**src/rtl/uart_tx_frame.sv**
```systemverilog
// UART transmitter: serialises one DATA_BITS word per frame (start, data LSB first, optional parity, stop bits).
// Latency: line drops to the start bit on the handshake edge; frame lasts DIVIDER*(1+DATA_BITS+(PARITY!=0)+STOP_BITS) cycles.
// Backpressure: tx_ready is high in IDLE and in the last cycle of the last stop bit, so frames can stream with no gap.
module uart_tx_frame #(
  parameter int FCLK      = 50000000,
  parameter int BAUD      = 9600,
  parameter int DIVIDER   = FCLK / BAUD,
  parameter int DATA_BITS = 8,
  parameter int PARITY    = 0,
  parameter int STOP_BITS = 1
) (
  input  logic                 clk_Tx,
  input  logic                 reset,
  input  logic [DATA_BITS-1:0] tx_data,
  input  logic                 tx_valid,
  output logic                 tx_ready,
  output logic                 Tx_out,
  output logic                 busy,
  output logic                 tx_done
);

  localparam int CNT_W = (DIVIDER > 2) ? $clog2(DIVIDER) : 1;
  localparam int IDX_W = $clog2(DATA_BITS);
  localparam logic [CNT_W-1:0] CNT_LAST = CNT_W'(DIVIDER - 1);
  localparam logic [IDX_W-1:0] IDX_LAST = IDX_W'(DATA_BITS - 1);

  // Reject unsupported configurations at elaboration time.
  generate
    if (DIVIDER < 2) begin : g_bad_divider
      $error("uart_tx_frame: DIVIDER must be >= 2");
    end
    if (DATA_BITS < 5 || DATA_BITS > 9) begin : g_bad_data_bits
      $error("uart_tx_frame: DATA_BITS must be 5..9");
    end
    if (PARITY < 0 || PARITY > 2) begin : g_bad_parity
      $error("uart_tx_frame: PARITY must be 0, 1 or 2");
    end
    if (STOP_BITS < 1 || STOP_BITS > 2) begin : g_bad_stop_bits
      $error("uart_tx_frame: STOP_BITS must be 1 or 2");
    end
  endgenerate

  typedef enum logic [2:0] {
    S_IDLE,
    S_START,
    S_DATA,
    S_PARITY,
    S_STOP
  } state_t;

  state_t                 state_q, state_d;
  logic [CNT_W-1:0]       cnt_q, cnt_d;
  logic [IDX_W-1:0]       idx_q, idx_d;
  logic                   stop_q, stop_d;
  logic [DATA_BITS-1:0]   shift_q, shift_d;
  logic                   par_q, par_d;
  logic                   tx_out_q, tx_out_d;
  logic                   tx_ready_q, tx_ready_d;
  logic                   busy_q, busy_d;
  logic                   tx_done_q, tx_done_d;

  logic                   accept;
  logic                   cnt_last;
  logic                   stop_last_d;
  logic                   par_calc;

  assign accept   = tx_valid & tx_ready_q;
  assign cnt_last = (cnt_q == CNT_LAST);
  // Odd parity makes the total count of ones odd, so it is the inverted XOR.
  assign par_calc = (PARITY == 1) ? ~(^tx_data) : (^tx_data);

  // Next-state logic: bit timing, shifting and state sequencing.
  always_comb begin
    state_d = state_q;
    cnt_d   = cnt_last ? '0 : cnt_q + CNT_W'(1);
    idx_d   = idx_q;
    stop_d  = stop_q;
    shift_d = shift_q;
    par_d   = par_q;

    if (accept) begin
      // A handshake always starts a fresh frame, whether from IDLE or the final stop cycle.
      state_d = S_START;
      cnt_d   = '0;
      idx_d   = '0;
      stop_d  = 1'b0;
      shift_d = tx_data;
      par_d   = par_calc;
    end else begin
      case (state_q)
        S_IDLE: begin
          cnt_d = '0;
        end
        S_START: begin
          if (cnt_last) begin
            state_d = S_DATA;
            idx_d   = '0;
          end
        end
        S_DATA: begin
          if (cnt_last) begin
            shift_d = shift_q >> 1;
            if (idx_q == IDX_LAST) begin
              state_d = (PARITY != 0) ? S_PARITY : S_STOP;
              stop_d  = 1'b0;
            end else begin
              idx_d = idx_q + IDX_W'(1);
            end
          end
        end
        S_PARITY: begin
          if (cnt_last) begin
            state_d = S_STOP;
            stop_d  = 1'b0;
          end
        end
        S_STOP: begin
          if (cnt_last) begin
            if (STOP_BITS == 1 || stop_q) begin
              state_d = S_IDLE;
              cnt_d   = '0;
            end else begin
              stop_d = 1'b1;
            end
          end
        end
        default: begin
          state_d = S_IDLE;
          cnt_d   = '0;
        end
      endcase
    end
  end

  // Output decode from the next state so every output comes straight from a flop.
  always_comb begin
    stop_last_d = (STOP_BITS == 1) ? 1'b1 : stop_d;
    tx_done_d   = (state_d == S_STOP) && stop_last_d && (cnt_d == CNT_LAST);
    tx_ready_d  = (state_d == S_IDLE) || tx_done_d;
    busy_d      = (state_d != S_IDLE);
    case (state_d)
      S_START:  tx_out_d = 1'b0;
      S_DATA:   tx_out_d = shift_d[0];
      S_PARITY: tx_out_d = par_d;
      default:  tx_out_d = 1'b1;
    endcase
  end

  // State and registered outputs; reset abandons any frame and forces the line idle.
  always_ff @(posedge clk_Tx or posedge reset) begin
    if (reset) begin
      state_q    <= S_IDLE;
      cnt_q      <= '0;
      idx_q      <= '0;
      stop_q     <= 1'b0;
      shift_q    <= '0;
      par_q      <= 1'b0;
      tx_out_q   <= 1'b1;
      tx_ready_q <= 1'b0;
      busy_q     <= 1'b0;
      tx_done_q  <= 1'b0;
    end else begin
      state_q    <= state_d;
      cnt_q      <= cnt_d;
      idx_q      <= idx_d;
      stop_q     <= stop_d;
      shift_q    <= shift_d;
      par_q      <= par_d;
      tx_out_q   <= tx_out_d;
      tx_ready_q <= tx_ready_d;
      busy_q     <= busy_d;
      tx_done_q  <= tx_done_d;
    end
  end

  assign Tx_out   = tx_out_q;
  assign tx_ready = tx_ready_q;
  assign busy     = busy_q;
  assign tx_done  = tx_done_q;

endmodule

```
**config.mk**
```make
export PLATFORM = sky130hd
export DESIGN_NAME = uart_tx_frame
export DESIGN_NICKNAME = d
export VERILOG_FILES = /design/src/rtl/uart_tx_frame.sv
export SDC_FILE = /design/constraint.sdc
export NUM_CORES = 1
export LEC_CHECK = 0
export ABC_CLOCK_PERIOD_IN_PS = 3230
export CAP_MARGIN = 25
export CORE_MARGIN = 4
export CORE_UTILIZATION = 56
export DETAILED_ROUTE_END_ITERATION = 16
export PLACE_DENSITY = 0.81
export SETUP_SLACK_MARGIN = 0.5
export SLEW_MARGIN = 20
export SYNTH_ARGS = -nofsm -noshare
export SYNTH_HDL_FRONTEND = slang
export SYNTH_SLANG_ARGS = --single-unit
```
**constraint.sdc**
```tcl
create_clock -name clk_Tx -period 3.23 [get_ports clk_Tx]
set_clock_uncertainty 0.15 [all_clocks]
set_input_delay 0.646 -clock clk_Tx [delete_from_list [all_inputs] [get_ports clk_Tx]]
set_output_delay 0.646 -clock clk_Tx [all_outputs]
set_load 0.01 [all_outputs]
```
### Logic cells by family

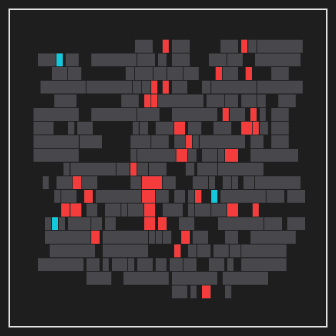
[cyan] inv cells | cells: 3
[red] nand cells | cells: 33

### Sequential cells coloured by netlist name

Other sequential cells in the stronger grey, the rest of the logic in the fainter grey.
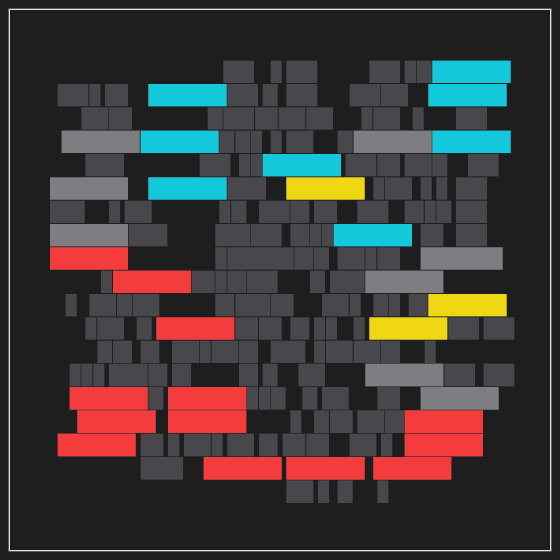
[cyan] shift_q | placed flops: 8
[yellow] state_q | placed flops: 3
[red] cnt_q | placed flops: 13

==> out/results.tsv <==
stage	metric	value	unit
place	total cell area at the placement stage	0.00186	mm^2
timing	Setup TNS Final	0	ns
timing	# setup viols final	0	
detailed_routing	vias after detailed routing	1280	
synthesis	synthesized-area fraction occupied by ao, oa, aoi and oai cells	0.0710	
layout	most instantiated logic cells after routing	31 x dfrtp_1, 21 x nor2_1, 16 x nand2_1	
clock_network	Clock Tree Buf Depth	2	
layout	largest reg by FF count	cnt_q	
synthesis	number of warning messages in the yosys log	0	
floorplanning	core region area	0.00283	mm^2
synthesis	Synth top cells by count	31 x dfrtp_1, 21 x nor2_1, 16 x nand2_1	
timing	RSZ-0062 raised after global routing	false	
synthesis	top flip-flop cell by instance count after synthesis	dfrtp_1	
clock_network	total of cells resized after clock tree synthesis	0	
layout	finished layout cell area	0.00192	mm^2
grt	largest net degree at the start of global routing	33	
synthesis	post-synthesis cell count	167	
grt	grt total ovfl	0	
grt	via count of the first global-routing pass	1296	
power	largest power group	sequential cells	
clock_network	root buffer cell	clkbuf_4	
layout	number of diodes added for antenna fixing	0	
setup_path	worst endpoint required time	3.35	ns
power	clock distribution power	0.000234	W
flow_run	number of logged tool warnings	26	
synthesis	synthesized-area fraction occupied by xor and xnor cells	0.103	
synthesis	Netlist cell types	45	
setup_path	chain of cells forming the critical path	clkdlybuf4s50_1 > and2_1 > or4_1 > nor4_1 > o2111ai_1 > a21oi_2	
detailed_routing	vias per cell	5.87	
timing	final hold violation count	0	
synthesis	synthesized-area fraction occupied by and/or/nand/nor cells	0.254	
timing	headroom to the max-slew limit	0.635	
grt	antenna violations before repair	0	
clock_network	clock slew at the register clock pins of the worst setup and hold paths	0.09	ns
detailed_routing	number of iterations in the first detailed-routing pass	4	
floorplanning	x dimension of the die	63.0	um
timing	final cycle utilization of the critical path	0.741	
synthesis	Synth top cell by count	dfrtp_1	
power	power of the combinational group	0.0000399	W
layout	synthesis-to-finish area growth	13.5	%
layout	biggest regs	cnt_q: 13 flops, shift_q: 8 flops	
synthesis	area fraction in full adders, half adders and majority gates	0.0222	
layout	total of fill cells in the finished design	222	
floorplanning	die area	0.00397	mm^2
clock_network	TritonCTS clock tree	yes	
timing	final critical-path required period	2.39	ns
detailed_routing	routed length on met1	1.44	mm
setup_path	arrival time of the worst setup path	2.52	ns
worst_hold_path	path type of the worst min-delay path	flop to flop	
run_status	status	completed	
synthesis	area of the mapped netlist	0.00169	mm^2
setup_path	WP buf/inv	1	
detailed_routing	Post-route DRC	0	
setup_path	critical path's top delay family	simple AND/OR/NAND/NOR gates	
power	power density over cell area	351	mW/mm^2
synthesis	count of flip-flops with a built-in enable after synthesis	0	
synthesis	Async S/R FF share, synth	1.00	
timing	worst path setup slack after routing	0.837	ns
setup_path	kind of launch point of the worst setup path	input pin	
timing	total count of max-transition violations in the final report	0	
timing	Worst Hold Margin	0.353	ns
setup_path	crit path kind	input pin to flop	
clock_network	Insertion Delay late pin	0.34	ns
place	dpl ws	0.487	ns
synthesis	synthesized net count	181	
setup_path	delay of the slowest cell on the worst path	0.53	ns
power	Power, Total	0.000674	W
synthesis	share of Yosys cell area claimed by the top area cell type	0.458	
synthesis	largest family of logic cells by area	simple AND/OR/NAND/NOR gates	
clock_network	H-Tree Level Count	2	
grt	wire length of the first global-routing pass	5.84	mm
floorplanning	IO Pins	15	
floorplanning	Vert. Die Dim	63.0	um
setup_path	CP max-delay cell	or4_1	
power	internal power	0.000529	W
grt	overall track demand over capacity in global routing	0.188	
detailed_routing	Highest Signal Layer	met4	
clock_network	TritonCTS Buffers	5	
floorplanning	FP Util	0.598	
power	combinational cell fraction of total power	0.059	
power	worst voltage drop across the vdd grid	0.289	mV
synthesis	share of cell area taken by muxes after synthesis	0.0540	
place	number of buffer cells added on primary ports	14	
place	gp weighted congestion	0.829	
clock_network	number of sinks on the clock net	32	
synthesis	average footprint of a synthesized cell	10.1	um^2
timing	maximum clock frequency	0.418	GHz
setup_path	Critical Path Sink Type	flop	
layout	number of nets in the layout	200	
timing	transition time of the tightest slew-check pin	0.547	ns
power	P_leak	0.783	nW
synthesis	Area contributors post-synth	dfrtp_1 46%, xnor2_1 5.7%, mux2i_1 4.7%	
power	switching power share of the total	0.216	
synthesis	synthesized chip area reported by yosys	0.00169	mm^2
detailed_routing	total wire length after detailed routing	3.20	mm
power	proportion of power drawn by flip-flops and latches	0.594	
layout	area taken by flip-flops and latches	802	um^2
synthesis	sequential area share after synthesis	0.474	
detailed_routing	count of antenna-violating nets left after detailed routing	0	
setup_path	maximum fanout count along the critical path	17	
clock_network	setup bufs post-CTS	0	
clock_network	hold buffer count at CTS	0	
layout	fraction of final layout cells sized beyond drive strength 1	0.112	
detailed_routing	routed wire length on met2	1.51	mm
layout	most common cell after layout, fill and taps aside	dfrtp_1	
synthesis	Yosys Instances	167	
detailed_routing	Routed wire per std cell	14.7	um
### The metal 1 layer

Supply wires on this layer in grey.
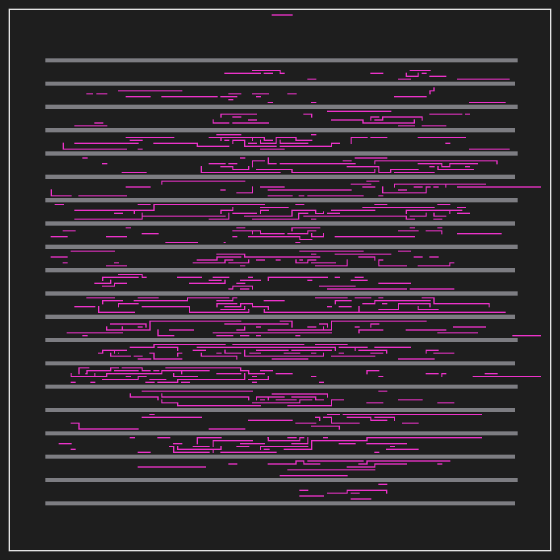
wire length on this layer: 1440 um
nets with wire on the layer: 176
longest straight run: 28.1 um
share of all routed wire: 45%
main direction: horizontal

### PDN straps and rails

Pins as bars on the die edge.
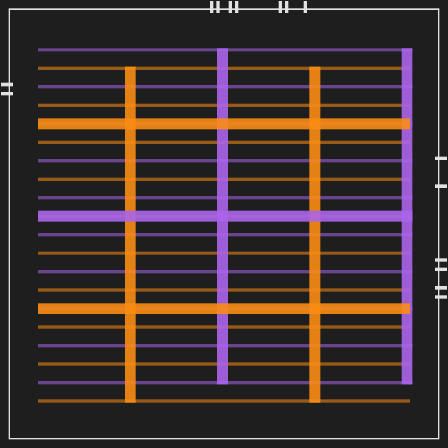
[purple] VDD
[orange] VSS
met4 straps: 4
rows: 19
met1 rails: 20

==> final timing paths <==
kind	startpoint	end	slack, ns	cells past startpoint
min in group asynchronous	reset	shift_q[5]	0.52	3
max in group asynchronous	reset	Tx_out	2.09	3
worst max register to register	cnt_q[0]	idx_q[0]	0.84	6
worst max-delay path	tx_valid	tx_ready	0.84	6
worst min register to register	par_q	Tx_out	0.35	2
worst min-delay path	par_q	Tx_out	0.35	2
==> layout make-up <==
cell class | count | area share
inverters | 3 | 0.00586
repair buffers | 16 | 0.0808
flip-flops and latches | 32 | 0.418
clock buffers | 8 | 0.0306
multi-input cells | 128 | 0.445
well taps | 31 | 0.0202
==> per-layer routing <==
layer	GRT usage	vias to the layer above
li1	-	621
met1	0.230	620
met2	0.294	30
met3	0.0504	9
met4	0.116	0
met5	0	-
Power figures rest on the tool's default switching activity, not on a simulated workload.
